Fig. 1: run 1, cell placement
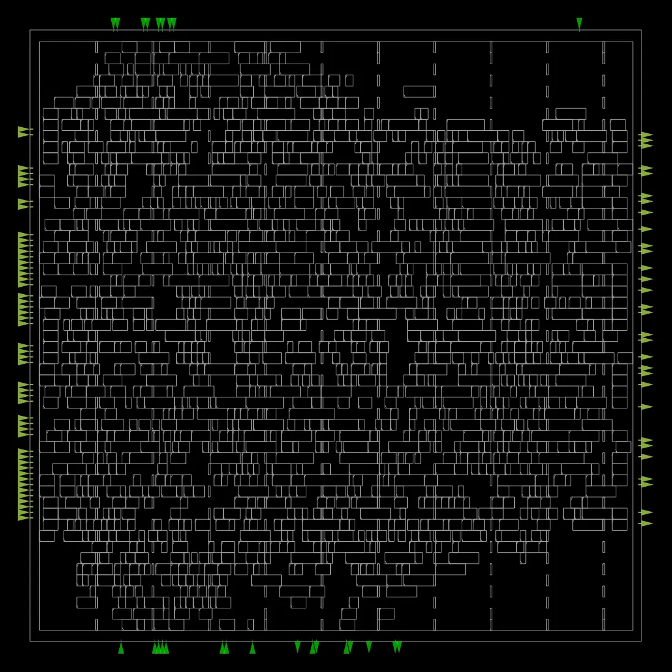
Fig. 2: run 1, pin map
Scale: 3 px per um. Pins as bars across the die edge, other pins in grey.
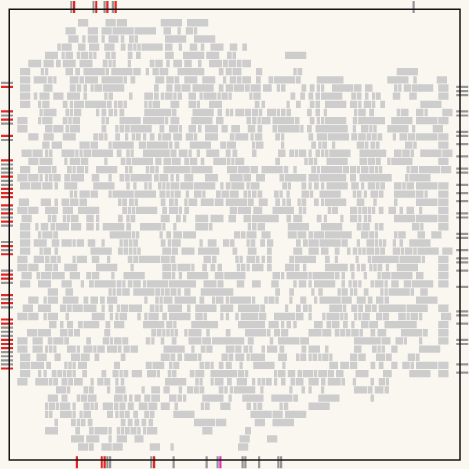
Fig. 3: run 1, nets reached from selected ports
Scale: 2 px per um.
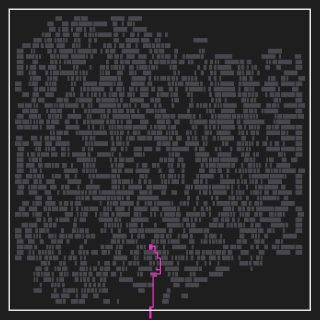
==> config.mk <==
export PLATFORM = sky130hd
export DESIGN_NAME = fp_sub_seq
export DESIGN_NICKNAME = d
export VERILOG_FILES = /design/src/rtl/fp_sub_seq.sv
export SDC_FILE = /design/constraint.sdc
export NUM_CORES = 1
export LEC_CHECK = 0
export CORE_MARGIN = 2
export CORE_UTILIZATION = 45
export DETAILED_ROUTE_END_ITERATION = 7
export GPL_TIMING_DRIVEN = 0
export PLACE_DENSITY = 0.71
export SYNTH_ARGS = -nofsm -noshare
export SYNTH_HDL_FRONTEND = slang
export SYNTH_SLANG_ARGS = --single-unit
==> constraint.sdc <==
create_clock -name clk -period 8.6 [get_ports clk]
set_input_delay 1.29 -clock clk [delete_from_list [all_inputs] [get_ports clk]]
set_output_delay 1.29 -clock clk [all_outputs]
set_load 0.05 [all_outputs]
==> results_dict.tcl, run 1 <==
# flow metrics
set metrics [dict create \
    enable_flop_cells 0 \
    cp_arrival_ns 5.15 \
    fp-row-count 53 \
    area.growth.synth_to_final_pct 21.1 \
    finClkSkew_ns 0.00947 \
    synthArstFlopShare 0 \
    clock_latency_ns 0.43 \
    holdPathStages 2 \
    htree_num_levels 4 \
    required_time_of_the_critical_path_ns 8.89 \
    finalWeightedCongestion 0.945 \
    cts-buffers-inserted 17 \
    worst_ir_drop_vdd_mv 0.154 \
    period_minus_slack_ns 4.85 \
    slew_viol_final 0 \
    chip_area_um2 22400 \
    run_status "finished, final reports clean" \
    timing_hold_violations_final 0 \
    grt_pass1_wl_mm 46.1 \
    maxSlewHeadroom 0.431 \
    1st_pass_router_iterations 6 \
    grt_max_degree 17 \
    layout_top_cell "sky130_fd_sc_hd__nor2_1" \
    timing_worst_setup_path_type "primary input to register" \
    final_cell_mix "sky130_fd_sc_hd__nor2_1, sky130_fd_sc_hd__a21oi_1, sky130_fd_sc_hd__dfxtp_1, sky130_fd_sc_hd__clkdlybuf4s50_1, sky130_fd_sc_hd__nand2_1" \
    post-dp-hpwl_mm 22.8 \
    cts.repair_timing.setup_buffer_count 0 \
    cts_resized 0 \
    avgRoutedWirePerCell_um 16.7 \
    synth.yosys.seq_area_share 0.262 \
    share_of_final_layout_standard_cells_stronger_than_drive_strength_1 0.0490 \
    dr_total_vias 9937 \
    yosys-top-cells-area "sky130_fd_sc_hd__dfxtp_1, sky130_fd_sc_hd__nor2_1, sky130_fd_sc_hd__ha_1" \
    antenna_cells 0 \
    tightest_slew_ns 0.850 \
    maxCapViolations 0 \
    clock_sinks 125 \
    dpl_worst_slack_ns 3.43 \
]
Back to the opening pictures, Fig. 1:
fin util: 0.553
fillcell total: 2060
core region area: 21000 um^2
non-filler instance count after layout: 1723

Back to the opening pictures, Fig. 2:
| port | colour | pins | direction | edge |
|---|---|---|---|---|
| in_ready | magenta | 1 | output | south |
| A | red | 32 | input | 24 west, 4 north, 4 south |
DIE WIDTH: 150 um
count of input and output buffers: 102

Back to the opening pictures, Fig. 3:
| port | colour | bits | direction | end cells | buffers | wire |
|---|---|---|---|---|---|---|
| in_ready | magenta | 1 | output | 1 | 1 | 47.5 um |
number of top-level pins: 104

==> run 1: kinds of logic (layout without fill, tap and decap cells) <==
| group | after synthesis | after routing | synth area share |
|---|---|---|---|
| flip-flops | 125 | 125 | 0.262 |
| multiplexers | 39 | 39 | 0.0408 |
| AND/OR/NAND/NOR | 470 | 470 | 0.220 |
| XOR/XNOR | 63 | 63 | 0.0577 |
| adder cells (fa/ha/maj) | 65 | 65 | 0.0859 |
| AND-OR/OR-AND | 409 | 409 | 0.273 |
| buffers and inverters | 143 | 277 | 0.0605 |
==> run 1: critical path, cell delays in order <==
cell and delay (ns):
sky130_fd_sc_hd__clkdlybuf4s50_1 0.62, sky130_fd_sc_hd__inv_1 0.13, sky130_fd_sc_hd__ha_1 0.28, sky130_fd_sc_hd__buf_2 0.17, sky130_fd_sc_hd__nand2_1 0.20, sky130_fd_sc_hd__nor4_1 0.09
sky130_fd_sc_hd__a221o_1 0.38, sky130_fd_sc_hd__a221o_1 0.38, sky130_fd_sc_hd__nor2_2 0.17, sky130_fd_sc_hd__buf_6 0.17, sky130_fd_sc_hd__clkbuf_1 0.47, sky130_fd_sc_hd__nor2_1 0.09
sky130_fd_sc_hd__a211oi_1 0.41, sky130_fd_sc_hd__nor3_1 0.09, sky130_fd_sc_hd__a21oi_1 0.15, sky130_fd_sc_hd__nor2_1 0.06
==> run 1: layer usage <==
metal  up-vias  wire length [um]  GRT usage
li1       4977                 -          -
met1      4539             13500      0.350
met2       366             12800      0.416
met3        55              1720     0.0454
met4         0               821     0.0915
met5         -                 0          0
==> run 1: stage by stage <==
stage	area [um^2]	power [mW]	cells	util	hold WS [ns]
3_5_place_dp	10900	3.66	1691	0.522	0.447
6_report	11600	4.53	1723	0.553	0.459
4_1_cts	11600	4.48	1723	0.553	0.461
3_3_place_gp	10900	3.62	1691	0.521	0.445
5_1_grt	11600	4.87	1723	0.553	0.478
2_1_floorplan	9560	2.98	1314	-	0.457
==> run 1: final cells by class <==
| type | count | share of cell area |
|---|---|---|
| Multi-Input combinational cell | 1046 | 0.560 |
| Sequential cell | 125 | 0.216 |
| Timing Repair Buffer | 102 | 0.0882 |
| Clock buffer | 21 | 0.0398 |
| Buffer | 89 | 0.0324 |
| Tap cell | 275 | 0.0297 |
| Inverter | 54 | 0.0175 |
| Clock inverter | 11 | 0.0163 |
==> run 1: power breakdown <==
part           internal, mW  total [mW]  switching [mW]  leakage, nW
logic                  1.06        2.80            1.74         3.21
clock network         0.528       0.800           0.272        0.313
registers             0.744       0.932           0.188         1.02
Fig. 4: run 1, gate-type map
Scale: 3 px per um.
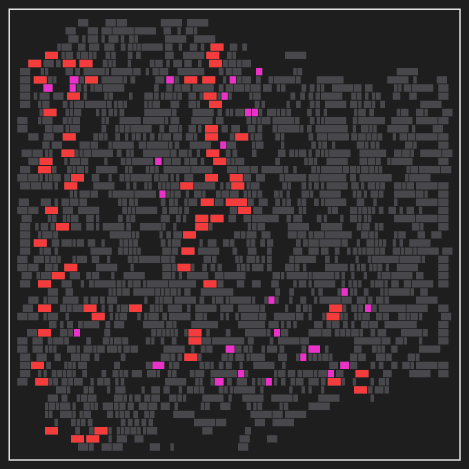

==> run 2, diff against run 1 <==
Settings changed: PLACE_DENSITY 0.71 to 0.73.
Clock period 8.6 ns to 3.92 ns, I/O delays scaled along.
Fig. 5: run 2, gate-type map
Scale: 3 px per um.
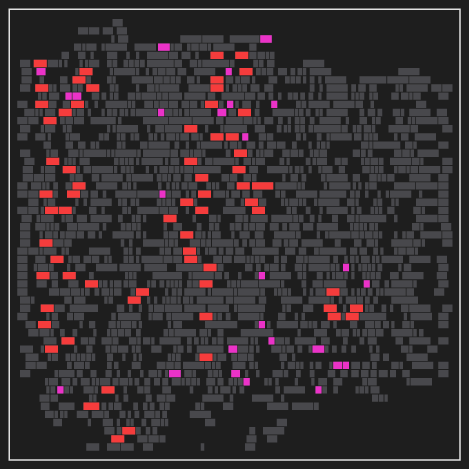
| family | colour | cells |
|---|---|---|
| fa/ha/maj cells | red | 65 |
| and/or cells | magenta | 26 |
multi-input gate share of total cell area: 0.567
most frequently placed logic cell in the final layout: sky130_fd_sc_hd__nor2_1
non-filler instance count after layout: 1732

Fig. 6: run 2, cell placement
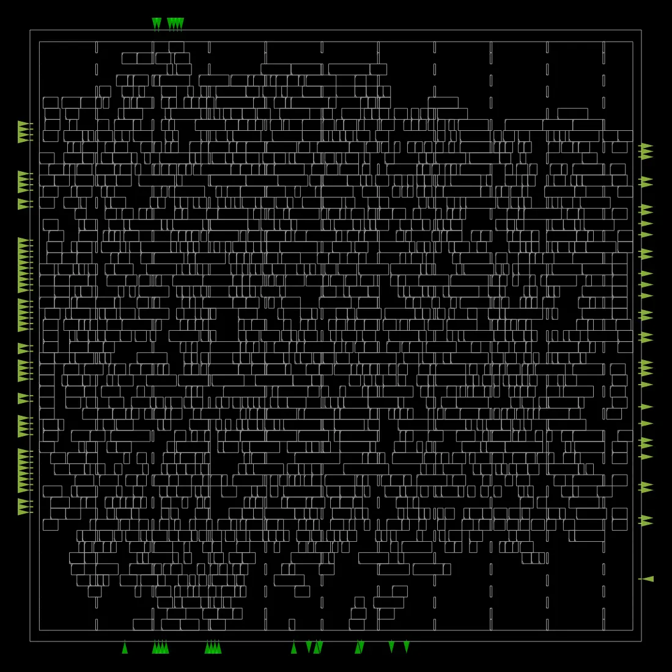
fillcell total: 2023
number of sequential storage elements: 125
fin util: 0.566
number of placement rows: 53
tap cells: 275

Fig. 7: run 2, cells by drive strength
Scale: 3 px per um.
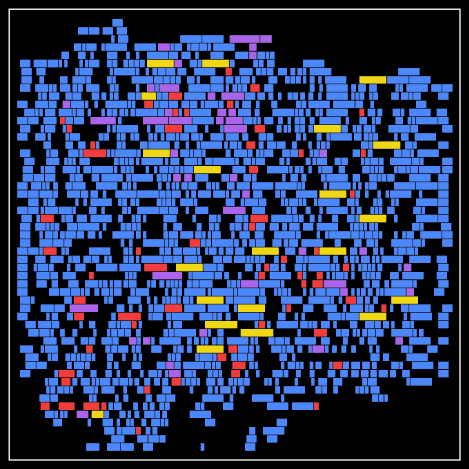
| size | colour | cells | most used |
|---|---|---|---|
| x1 and smaller | blue | 1330 | nor2_1 |
| x2 | red | 62 | buf_2 |
| x3 and x4 | purple | 44 | buf_4 |
| x6 and larger | yellow | 21 | clkbuf_16 |
worst path setup slack after routing: 0.0605 ns
Post-Layout Inst Area: 11900 um^2

==> run 2 against run 1 <==
Compared with the run above: wire length increased by 1.8%; sequential power rose by 120%; synthesized cell count did not move; global-route usage up 0.31 points; flip-flop count did not move; first-iteration DRC count grew 9.8%; critical path type is now register to register; largest cell class unchanged.
==> results_dict.tcl, run 2 <==
# flow metrics
set metrics [dict create \
    maxSlewHeadroom 0.357 \
    antenna_cells 0 \
    p_total_mw 10.3 \
    switchingPower_mw 5.07 \
    dr_total_vias 10000 \
    cell_mode_on_critical_path "sky130_fd_sc_hd__xor2_1" \
    critical_path_cell_count 15 \
    htree_num_levels 4 \
    cts-buffers-inserted 17 \
    grt_max_degree 17 \
    internal-power_mw 5.25 \
    final_cell_mix "sky130_fd_sc_hd__nor2_1, sky130_fd_sc_hd__a21oi_1, sky130_fd_sc_hd__dfxtp_1, sky130_fd_sc_hd__clkdlybuf4s50_1, sky130_fd_sc_hd__nand2_1" \
    area.growth.synth_to_final_pct 24.0 \
    post-dp-hpwl_mm 22.9 \
    combinationalPowerShare 0.649 \
    chip_area_um2 22400 \
    remaining_drc_errors 0 \
    finClkSkew_ns 0.00961 \
    crit_family "simple AND/OR/NAND/NOR gates" \
    wl_mm 29.3 \
    sw_frac_of_total 0.491 \
    timing_worst_setup_path_type "register to register" \
    seqPwrFrac 0.202 \
    clock_sinks 125 \
    run_status "finished, final reports clean" \
    synthArstFlopShare 0 \
    path_cells "nor4_4 > nand2b_1 > or4_4 > nor3b_4 > nor2_1 > xor2_1 > ha_1 > and2_4 > o21ai_4 > o31ai_4 > o41a_1 > a41o_1 > nor2_2 > xor2_1 > a221oi_1" \
    end_kind "register" \
    avgRoutedWirePerCell_um 16.9 \
    required_time_of_the_critical_path_ns 4.26 \
    share_of_final_layout_standard_cells_stronger_than_drive_strength_1 0.0872 \
    1st_pass_router_iterations 5 \
    tightest_slew_ns 0.960 \
    chipWidth_um 150 \
    synth.yosys.seq_area_share 0.262 \
    yosys-top-cells-area "sky130_fd_sc_hd__dfxtp_1, sky130_fd_sc_hd__nor2_1, sky130_fd_sc_hd__ha_1" \
    slowest_cp_cell "sky130_fd_sc_hd__or4_4" \
    enable_flop_cells 0 \
    maxCapViolations 0 \
    cp_arrival_ns 4.20 \
    clock_latency_ns 0.43 \
    grt_pass1_wl_mm 46.8 \
    finalWeightedCongestion 0.915 \
    period_minus_slack_ns 3.86 \
    path_buffers 0 \
    pin_count 104 \
    setup_viol 0 \
    timing_hold_violations_final 0 \
    critical-path-max-stage-delay_ns 0.54 \
    worst_ir_drop_vdd_mv 0.383 \
    slew_viol_final 0 \
]
==> run 2: tightest hold or removal path, cell delays in order, from the launching register on <==
cell and delay, ns:
sky130_fd_sc_hd__dfxtp_1 0.31, sky130_fd_sc_hd__nand2_1 0.05, sky130_fd_sc_hd__a21oi_1 0.05
==> run 2: final cells by class <==
class	count	area, um^2
clock buffer	19	443
timing repair buffer	114	1130
buffer	87	384
fill	2023	9100
sequential	125	2510
inverter	54	203
clock inverter	12	123
tap	275	344
multi-input combinational	1046	6720
==> run 2: cell families (layout without fill, tap and decap cells) <==
family | count (synthesis) | count (layout) | share of synthesized area
AOI/OAI and AO/OA | 409 | 409 | 0.273
buffers and inverters | 143 | 286 | 0.0605
and+or+nand+nor | 470 | 470 | 0.220
muxes | 39 | 39 | 0.0408
adders and majority gates | 65 | 65 | 0.0859
xor gates and xnor gates | 63 | 63 | 0.0577
DFF | 125 | 125 | 0.262
==> run 2: repair_timing <==
action	CTS	global route
setup endpoints to repair	26	112
endpoints found under the hold margin	0	0
buffers inserted	3	9
pin swaps	4	13
resized	20	51
==> run 2: power by group through the flow <==
stage	Combinational (mW)	Clock (mW)	Sequential (mW)
4_1_cts	6.15	1.54	2.04
2_1_floorplan	4.62	0	1.93
6_report	6.70	1.54	2.09
3_5_place_dp	5.93	0	2.05
5_1_grt	7.37	1.60	2.13
3_3_place_gp	5.87	0	2.05
==> run 2: metrics by stage <==
stage	setup slack, ns	hold WS [ns]	cells	cell area, um^2	TNS, ns
after floorplan	0.136	0.457	1314	9560	0
after global placement	-0.697	0.442	1691	10900	-24.23
after detailed placement	-0.677	0.450	1691	10900	-24.16
after CTS	-0.0199	0.457	1725	11600	-0.0199
after global routing	-0.0887	0.477	1732	11900	-0.228
final	0.0605	0.453	1732	11900	0
==> run 2: per-layer routing <==
layer,wire [um],share of wire,vias to the layer above,GRT usage
met2,13200,0.45,382,0.427
met1,13400,0.46,4605,0.348
met5,0,0,-,0
li1,-,-,4990,-
met3,1710,0.058,67,0.0409
met4,968,0.033,0,0.104
Power figures rest on the tool's default switching activity, not on a simulated workload.
